==> config.mk <==
export PLATFORM = sky130hd
export DESIGN_NAME = l2_port_arbiter
export DESIGN_NICKNAME = d
export VERILOG_FILES = /design/src/rtl/l2_port_arbiter.sv
export SDC_FILE = /design/constraint.sdc
export NUM_CORES = 1
export LEC_CHECK = 0
export CORE_MARGIN = 8
export CORE_UTILIZATION = 25
export DETAILED_ROUTE_END_ITERATION = 6
export PLACE_DENSITY_LB_ADDON = 0.1
export SYNTH_ARGS = -nofsm -noshare
export SYNTH_HDL_FRONTEND = slang
export SYNTH_SLANG_ARGS = --single-unit
==> constraint.sdc <==
create_clock -name clk -period 4.2 [get_ports clk]
set_input_delay 1.05 -clock clk [delete_from_list [all_inputs] [get_ports clk]]
set_output_delay 1.05 -clock clk [all_outputs]
set_load 0.01 [all_outputs]
==> src/rtl/l2_port_arbiter.sv <==
// rtl/l2_port_arbiter.sv - round-robin arbiter sharing one L2 bank request port among N_REQ threads
//
// Ports:
//   clk, rstn                      clock, synchronous active-low reset
//   req_valid/req_ready            per-thread request handshake (req_ready combinational, one-hot or 0)
//   req_wr/req_addr/req_wdata      per-thread request fields, packed, thread i at [i*W +: W]
//   l2_valid/l2_ready              registered request slot toward the L2 bank
//   l2_wr/l2_addr/l2_wdata/l2_id   registered request fields, l2_id = originating thread
//   l2_rvalid/l2_rid/l2_rdata      L2 responses, one per accepted request
//   resp_valid/resp_data           registered one-hot response strobe and shared data
//   outstanding                    in-flight request count (capped at 2**LOG_MAX_OUT)
//   err_bad_id                     sticky flag for a response with an out-of-range ID
module l2_port_arbiter #(
  parameter int N_REQ       = 4,
  parameter int ADDR_W      = 34,
  parameter int DATA_W      = 32,
  parameter int LOG_MAX_OUT = 4,
  localparam int ID_W       = $clog2(N_REQ)
) (
  input  logic                       clk,
  input  logic                       rstn,
  input  logic [N_REQ-1:0]           req_valid,
  output logic [N_REQ-1:0]           req_ready,
  input  logic [N_REQ-1:0]           req_wr,
  input  logic [N_REQ*ADDR_W-1:0]    req_addr,
  input  logic [N_REQ*DATA_W-1:0]    req_wdata,
  output logic                       l2_valid,
  input  logic                       l2_ready,
  output logic                       l2_wr,
  output logic [ADDR_W-1:0]          l2_addr,
  output logic [DATA_W-1:0]          l2_wdata,
  output logic [ID_W-1:0]            l2_id,
  input  logic                       l2_rvalid,
  input  logic [ID_W-1:0]            l2_rid,
  input  logic [DATA_W-1:0]          l2_rdata,
  output logic [N_REQ-1:0]           resp_valid,
  output logic [DATA_W-1:0]          resp_data,
  output logic [LOG_MAX_OUT:0]       outstanding,
  output logic                       err_bad_id
);

  localparam int CNT_W   = LOG_MAX_OUT + 1;
  localparam int MAX_OUT = 1 << LOG_MAX_OUT;

  logic              l2_valid_q, l2_valid_d;
  logic              l2_wr_q, l2_wr_d;
  logic [ADDR_W-1:0] l2_addr_q, l2_addr_d;
  logic [DATA_W-1:0] l2_wdata_q, l2_wdata_d;
  logic [ID_W-1:0]   l2_id_q, l2_id_d;
  logic [ID_W-1:0]   rr_q, rr_d;
  logic [CNT_W-1:0]  out_q, out_d;
  logic [N_REQ-1:0]  resp_valid_q, resp_valid_d;
  logic [DATA_W-1:0] resp_data_q, resp_data_d;
  logic              err_q, err_d;

  logic              slot_free;
  logic              can_issue;
  logic              grant_vld;
  logic [ID_W-1:0]   grant_idx;
  logic              rsp_dec;
  logic              rid_ok;

  // Arbitration: first valid requester at or above rr_q, wrapping.
  // rstn gates issue so nothing is granted while reset is asserted.
  always_comb begin
    int idx;
    idx       = 0;
    grant_vld = 1'b0;
    grant_idx = '0;
    req_ready = '0;
    slot_free = !l2_valid_q || l2_ready;
    can_issue = rstn && slot_free && (out_q < CNT_W'(MAX_OUT));
    if (can_issue) begin
      for (int k = 0; k < N_REQ; k++) begin
        idx = int'(rr_q) + k;
        if (idx >= N_REQ) idx = idx - N_REQ;
        if (!grant_vld && req_valid[idx]) begin
          grant_vld = 1'b1;
          grant_idx = ID_W'(idx);
        end
      end
    end
    if (grant_vld) req_ready[grant_idx] = 1'b1;
  end

  always_comb begin
    l2_valid_d = l2_valid_q;
    l2_wr_d    = l2_wr_q;
    l2_addr_d  = l2_addr_q;
    l2_wdata_d = l2_wdata_q;
    l2_id_d    = l2_id_q;
    rr_d       = rr_q;
    out_d      = out_q;

    // Slot reloads only when free; a held slot keeps its fields stable.
    if (slot_free) begin
      l2_valid_d = grant_vld;
      if (grant_vld) begin
        l2_wr_d    = req_wr[grant_idx];
        l2_addr_d  = req_addr[int'(grant_idx)*ADDR_W +: ADDR_W];
        l2_wdata_d = req_wdata[int'(grant_idx)*DATA_W +: DATA_W];
        l2_id_d    = grant_idx;
      end
    end

    if (grant_vld) begin
      rr_d = (int'(grant_idx) == N_REQ - 1) ? '0 : grant_idx + ID_W'(1);
    end

    // A response with nothing in flight is ignored so the count floors at 0.
    rsp_dec = l2_rvalid && (out_q != '0);
    case ({grant_vld, rsp_dec})
      2'b10:   out_d = out_q + CNT_W'(1);
      2'b01:   out_d = out_q - CNT_W'(1);
      default: out_d = out_q;
    endcase
  end

  // Response routing: bad IDs are dropped but flagged; data holds otherwise.
  always_comb begin
    rid_ok       = int'(l2_rid) < N_REQ;
    resp_valid_d = '0;
    resp_data_d  = resp_data_q;
    err_d        = err_q || (l2_rvalid && !rid_ok);
    if (l2_rvalid && rid_ok) begin
      resp_valid_d[l2_rid] = 1'b1;
      resp_data_d          = l2_rdata;
    end
  end

  always_ff @(posedge clk) begin
    if (!rstn) begin
      l2_valid_q   <= 1'b0;
      l2_wr_q      <= 1'b0;
      l2_addr_q    <= '0;
      l2_wdata_q   <= '0;
      l2_id_q      <= '0;
      rr_q         <= '0;
      out_q        <= '0;
      resp_valid_q <= '0;
      resp_data_q  <= '0;
      err_q        <= 1'b0;
    end else begin
      l2_valid_q   <= l2_valid_d;
      l2_wr_q      <= l2_wr_d;
      l2_addr_q    <= l2_addr_d;
      l2_wdata_q   <= l2_wdata_d;
      l2_id_q      <= l2_id_d;
      rr_q         <= rr_d;
      out_q        <= out_d;
      resp_valid_q <= resp_valid_d;
      resp_data_q  <= resp_data_d;
      err_q        <= err_d;
    end
  end

  assign l2_valid    = l2_valid_q;
  assign l2_wr       = l2_wr_q;
  assign l2_addr     = l2_addr_q;
  assign l2_wdata    = l2_wdata_q;
  assign l2_id       = l2_id_q;
  assign outstanding = out_q;
  assign resp_valid  = resp_valid_q;
  assign resp_data   = resp_data_q;
  assign err_bad_id  = err_q;

endmodule
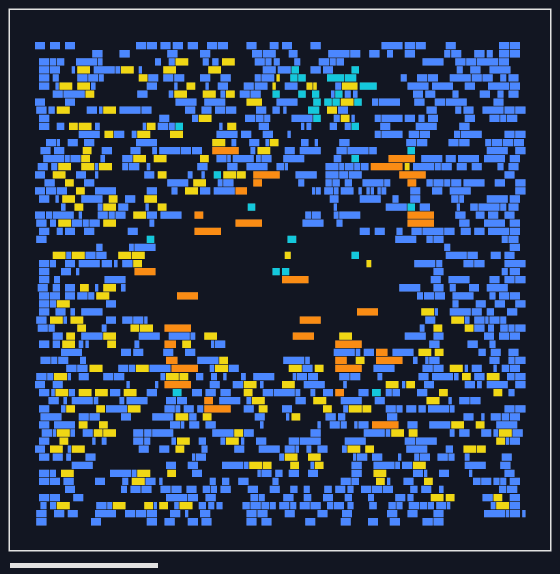
Figure 1: run 1, sizing map.
The bar under the picture is 50 um long.
legend:
  _3 and _4 cells:
    colour: cyan
    cells: 31
    share: 2.7%
    most_used: buf_4
  _2 cells:
    colour: yellow
    cells: 173
    share: 15%
    most_used: a211oi_2
  _0 and _1 cells:
    colour: blue
    cells: 903
    share: 79%
    most_used: clkdlybuf4s50_1
  _6 and larger:
    colour: orange
    cells: 33
    share: 2.9%
    most_used: clkbuf_16
worst setup margin: 0.2422 ns
nonclk buf count: 451
Area growth, synth to finish: 73.86%
Design Area, Final: 0.01198 mm^2

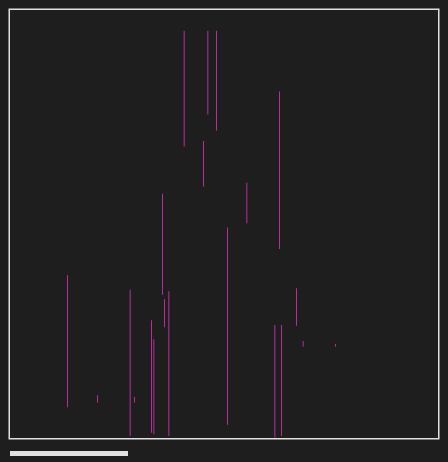
Figure 2: run 1, M4 wires.
The bar under the picture is 50 um long.
wire length on this layer: 751 um
nets with wire on the layer: 15
longest straight run: 83.6 um
via count: 7,118
Routed WL: 32,640 um

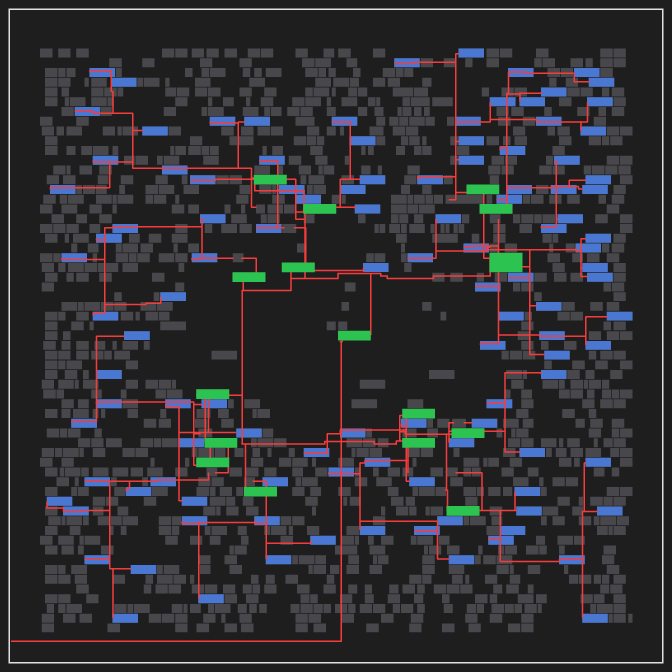
Figure 3: run 1, clock wires, drivers and flops.
legend:
  clock wires:
    colour: red
    length: 2,180 um
  flip-flops:
    colour: blue
    count: 113
  clock drivers:
    colour: green
    count: 17
flops lie: spread over the die
routed clock nets: 18
Clock Latency Late Sink: 0.43 ns
Clk pwr share: 0.300
Clk power: 1.49 mW
clock skew: 0.01110 ns

==> flow_metrics.tcl, run 1 <==
# implementation run metrics
set metrics [dict create \
    fillers 2681 \
    cts_setup_buffers 0 \
    drv_slew 0 \
    grt_pass1_vias 7699 \
    port_buffers 424 \
    tool_warnings 29 \
    synthMuxAreaShare 0.05084 \
    pin_count 426 \
    clk_pin_slew_ns 0.06 \
    tightestPinTransition_ns 1.069 \
    endpoint_kind "output port" \
    numSynthFlops 113 \
    dieWidth_um 182.0 \
    logic_family "AND-OR/OR-AND gates" \
    drive_above_1_share 0.2079 \
    ys_sh_xor 0.003813 \
    arrival_ns 2.91 \
    seq_area_mm2 0.002262 \
    fp_nets 1052 \
    cts_tree "done" \
    hold_end "l2_id[1]$_SDFFE_PN0P_" \
    fin_crit_ns 3.958 \
    synthFlopType "dfxtp_1" \
    synth-adder-area-share 0.01743 \
    finalSetupViolations 0 \
    hold_start "l2_id[1]$_SDFFE_PN0P_" \
    status "complete, no violations" \
    fmax_mhz 252.7 \
    async_reset_ff_frac 0 \
    grt_pass1_wl_um 47900 \
    worstReg2RegEnd "l2_wdata[13]$_SDFFE_PN0P_" \
    vdd_drop_max_uv 263.8 \
    cts.repair.resized 5 \
    postCtsHoldBufs 0 \
    drt_pass1_iterations 4 \
    compound_area_frac 0.3680 \
    nets 1446 \
    combGateArea_mm2 0.004167 \
    dp.cells 1449 \
    synthCells 733 \
    lay_top_cells "418 x clkdlybuf4s50_1, 113 x dfxtp_1, 95 x a211oi_2" \
    grt_max_degree 76 \
    endpoint "req_ready[3]" \
    clock-sinks 113 \
]
==> run 1: sequential cells by signal, indices dropped and copies added, names as in the netlist <==
signal,count
l2_addr,34
l2_id,2
l2_valid,1
l2_wdata,32
l2_wr,1
outstanding,5
resp_data,32
resp_valid,4
rr_q,2
==> run 1: where the power goes <==
group          internal [mW]  switching [mW]  total (mW)  leakage [nW]
clock network          0.845           0.645        1.49         0.285
logic                   1.03            1.08        2.11          3.28
registers               1.26           0.109        1.37         0.935
total                   3.14            1.83        4.97          4.50
==> run 1: cell type report <==
type / count / area share
Clock buffer: 17 / 0.03551
Clock inverter: 15 / 0.01358
Inverter: 7 / 0.002193
Multi-Input combinational cell: 537 / 0.3477
Sequential cell: 113 / 0.1888
Antenna cell: 4 / 0.0008354
Timing Repair Buffer: 451 / 0.3757
Tap cell: 341 / 0.03561
==> run 1: critical path, stage by stage <==
cell and delay [ns]:
clkdlybuf4s50_1 0.52, nor2b_1 0.18, a311oi_2 0.08, or4_4 0.48, inv_2 0.08, ha_1 0.13
and2_1 0.11, dlygate4sd2_1 0.27
==> run 1: layer usage <==
layer	GRT usage	wire length [um]
met3	0.07764	3050
met4	0.06560	751
met2	0.3192	15520
met1	0.2121	13290
met5	0	29
==> run 1: metrics by stage <==
| step | power [mW] | instance area (um^2) | hold WS, ns | TNS, ns |
|---|---|---|---|---|
| after CTS | 5.061 | 11970 | 0.4632 | 0 |
| after floorplan | 2.514 | 6892 | 0.4792 | 0 |
| after global placement | 3.537 | 11370 | 0.4461 | -0.2359 |
| final | 4.971 | 11980 | 0.4615 | 0 |
| after detailed placement | 3.540 | 11370 | 0.4541 | -0.2543 |
| after global routing | 5.255 | 11980 | 0.4838 | 0 |
--- run 2 (diff from run 1) ---
--- a/config.mk
+++ b/config.mk
@@ -8,7 +8,7 @@
 export CORE_MARGIN = 8
 export CORE_UTILIZATION = 25
 export DETAILED_ROUTE_END_ITERATION = 6
-export PLACE_DENSITY_LB_ADDON = 0.1
+export PLACE_DENSITY_LB_ADDON = 0.25
 export SYNTH_ARGS = -nofsm -noshare
 export SYNTH_HDL_FRONTEND = slang
 export SYNTH_SLANG_ARGS = --single-unit
==> run 2 against run 1 <==
Net effect:
- cell area shrank 0.27%
- total power about the same
- area after synthesis unchanged
- hold slack got worse by 0.0062 ns
- clock skew increased by 0.0020 ns
- clock power about the same
- critical path depth stayed put
- cell count shrank 0.20%
- utilization decreased by 0.12 points
- non-clock buffer count fell by 1
- sequential share of layout area grew 0.051 points
- largest cell class unchanged
- global-route usage is 0.48 points lower
==> flow_metrics.tcl, run 2 <==
# implementation run metrics
set metrics [dict create \
    wl_met1_um 12720 \
    critPathMaxStageDelay_ns 0.55 \
    numSynthFlops 113 \
    crit_chain "clkdlybuf4s50_1 > nor2b_1 > a311oi_1 > or4_4 > inv_2 > ha_1 > and2_1 > dlygate4sd2_1" \
    largest_reg_flops 34 \
    status "complete, no violations" \
    ys_sh_simple 0.1570 \
    pin_count 426 \
    clk_pin_slew_ns 0.06 \
    busiest_layer "met2" \
    lay_top_cells "418 x clkdlybuf4s50_1, 113 x dfxtp_1, 95 x a211oi_2" \
    combGateArea_mm2 0.004154 \
    dr_wl_met2_um 15600 \
    vdd_drop_max_uv 216.1 \
    cts_tree "done" \
    globalRouteMet2Util 0.3226 \
    netlist_area_mm2 0.006892 \
    fin_crit_ns 4.000 \
    synthCells 733 \
    fin_total_pwr_mw 4.972 \
    compound_area_frac 0.3680 \
    grtUsageMet1 0.2074 \
    drv_slew 0 \
    clock-sinks 113 \
    synthFlopType "dfxtp_1" \
    drt_pass1_iterations 4 \
    nets 1445 \
    yosysTopAreaCell "dfxtp_1" \
    dieArea_mm2 0.03313 \
    hold_depth 2 \
    synthToLayoutAreaGrowth_pct 73.38 \
    synth-area-yosys_mm2 0.006892 \
    finalSetupViolations 0 \
    fillers 2657 \
    postCtsHoldBufs 0 \
    logic_family "AND-OR/OR-AND gates" \
    tool_warnings 29 \
    synth-adder-area-share 0.01743 \
    grt_pass1_vias 7617 \
    grt_max_degree 84 \
    hold_start "l2_id[0]$_SDFFE_PN0P_" \
    crit_family "buffers and inverters" \
    reg2regPathDepth 8 \
    met3_usage 0.06008 \
    ys_sh_xor 0.003813 \
    synthMuxAreaShare 0.05084 \
    endpoint_kind "output port" \
    ys_types 45 \
    wl_met3_um 2449 \
    drive_above_1_share 0.2054 \
    dp.cells 1448 \
    seq_area_mm2 0.002262 \
    cp_num_buf_inv 3 \
    top_layer_used "met4" \
    grt_pass1_wl_um 47420 \
    arrival_ns 2.95 \
    cp.depth 8 \
    insertion_delay_ns 0.42 \
    async_reset_ff_frac 0 \
    fp_nets 1052 \
    fin_skew_ns 0.01307 \
    vias_per_cell 4.866 \
    slowest_stage "or4_4" \
    whs_ns 0.4553 \
    tightestPinTransition_ns 1.020 \
    core_mm2 0.02703 \
    fmax_mhz 250.0 \
]
[run 2: cell types whose count changed in the layout (fill, tap and decap cells not counted), sizes merged]
cell          delta
buf              -1
diode            -2
inv              +1
dlygate4sd2      +2
clkinv           -1
dlymetal6s2s     -2
[run 2: worst paths after layout]
check / to
worst max-delay path: req_ready[3]
worst min-delay path: l2_id[0]$_SDFFE_PN0P_
worst max register to register: l2_wdata[10]$_SDFFE_PN0P_
worst min register to register: l2_id[0]$_SDFFE_PN0P_
[run 2: final cells by class]
type / count / area share
repair buffers: 450 / 0.3757
multi-input cells: 537 / 0.3476
flip-flops and latches: 113 / 0.1893
well taps: 341 / 0.03571
clock buffers: 17 / 0.03560
clock inverters: 15 / 0.01340
inverters: 7 / 0.002199
diodes: 2 / 0.0004188
[run 2: per-stage QoR]
stage | setup TNS [ns] | cell area (um^2) | setup WS [ns]
6_report | 0 | 11950 | 0.1997
5_1_grt | 0 | 11950 | 0.08209
4_1_cts | 0 | 11940 | 0.1787
3_5_place_dp | -0.2938 | 11360 | -0.09409
3_3_place_gp | -0.2856 | 11360 | -0.09773
2_1_floorplan | 0 | 6892 | 0.8131
[run 2: repair_timing]
item / 4_1_cts / 5_1_grt
resized: 5 / 0
hold endpoints to repair: 0 / 0
setup endpoints to repair: 4 / 0
setup buffers: 0 / 0
[run 2: report_power, final]
group          internal (mW)  switching [mW]
Clock                  0.845           0.641
Sequential              1.26           0.113
Combinational           1.03            1.08
[run 2: worst register-to-register path: stages, from the launching register on]
cell	delay [ns]
dfxtp_1	0.35
nand2b_1	0.25
nor3_4	0.23
buf_4	0.36
buf_4	0.53
o21ai_4	0.25
buf_4	0.23
a211oi_1	0.37
a211oi_2	0.08
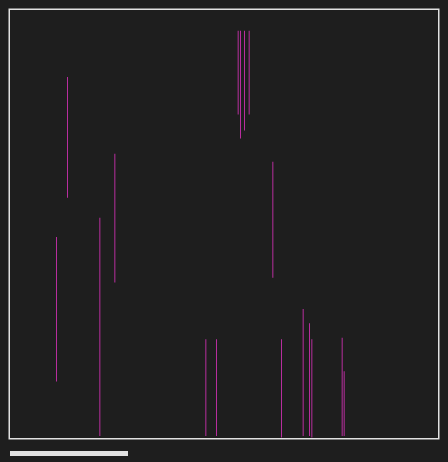
Figure 4: run 2, M4 wires.
The bar under the picture is 50 um long.
wire length on this layer: 801 um
main direction: vertical
share of all routed wire: 2.5%
nets with wire on the layer: 16
longest straight run: 92.5 um
via count: 7,211
Routed WL: 31,560 um

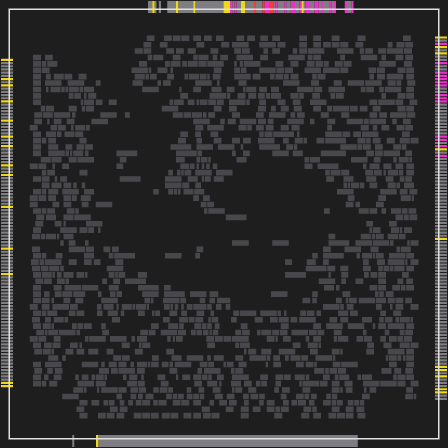
Figure 5: run 2, ports around the boundary.
Pins as bars across the die edge, other pins in grey.
legend:
  `resp_data`:
    colour: magenta
    pins: 32
    direction: output
    edge: 18 top, 14 right
  `l2_addr`:
    colour: yellow
    pins: 34
    direction: output
    edge: 14 left, 10 right, 9 top, 1 bottom
  `resp_valid`:
    colour: red
    pins: 4
    direction: output
    edge: top
all pins by edge: 122 bottom, 114 right, 103 left, 87 top
Die H: 182.0 um
number of port buffers: 424
Die X: 182.0 um

Power figures rest on the tool's default switching activity, not on a simulated workload.
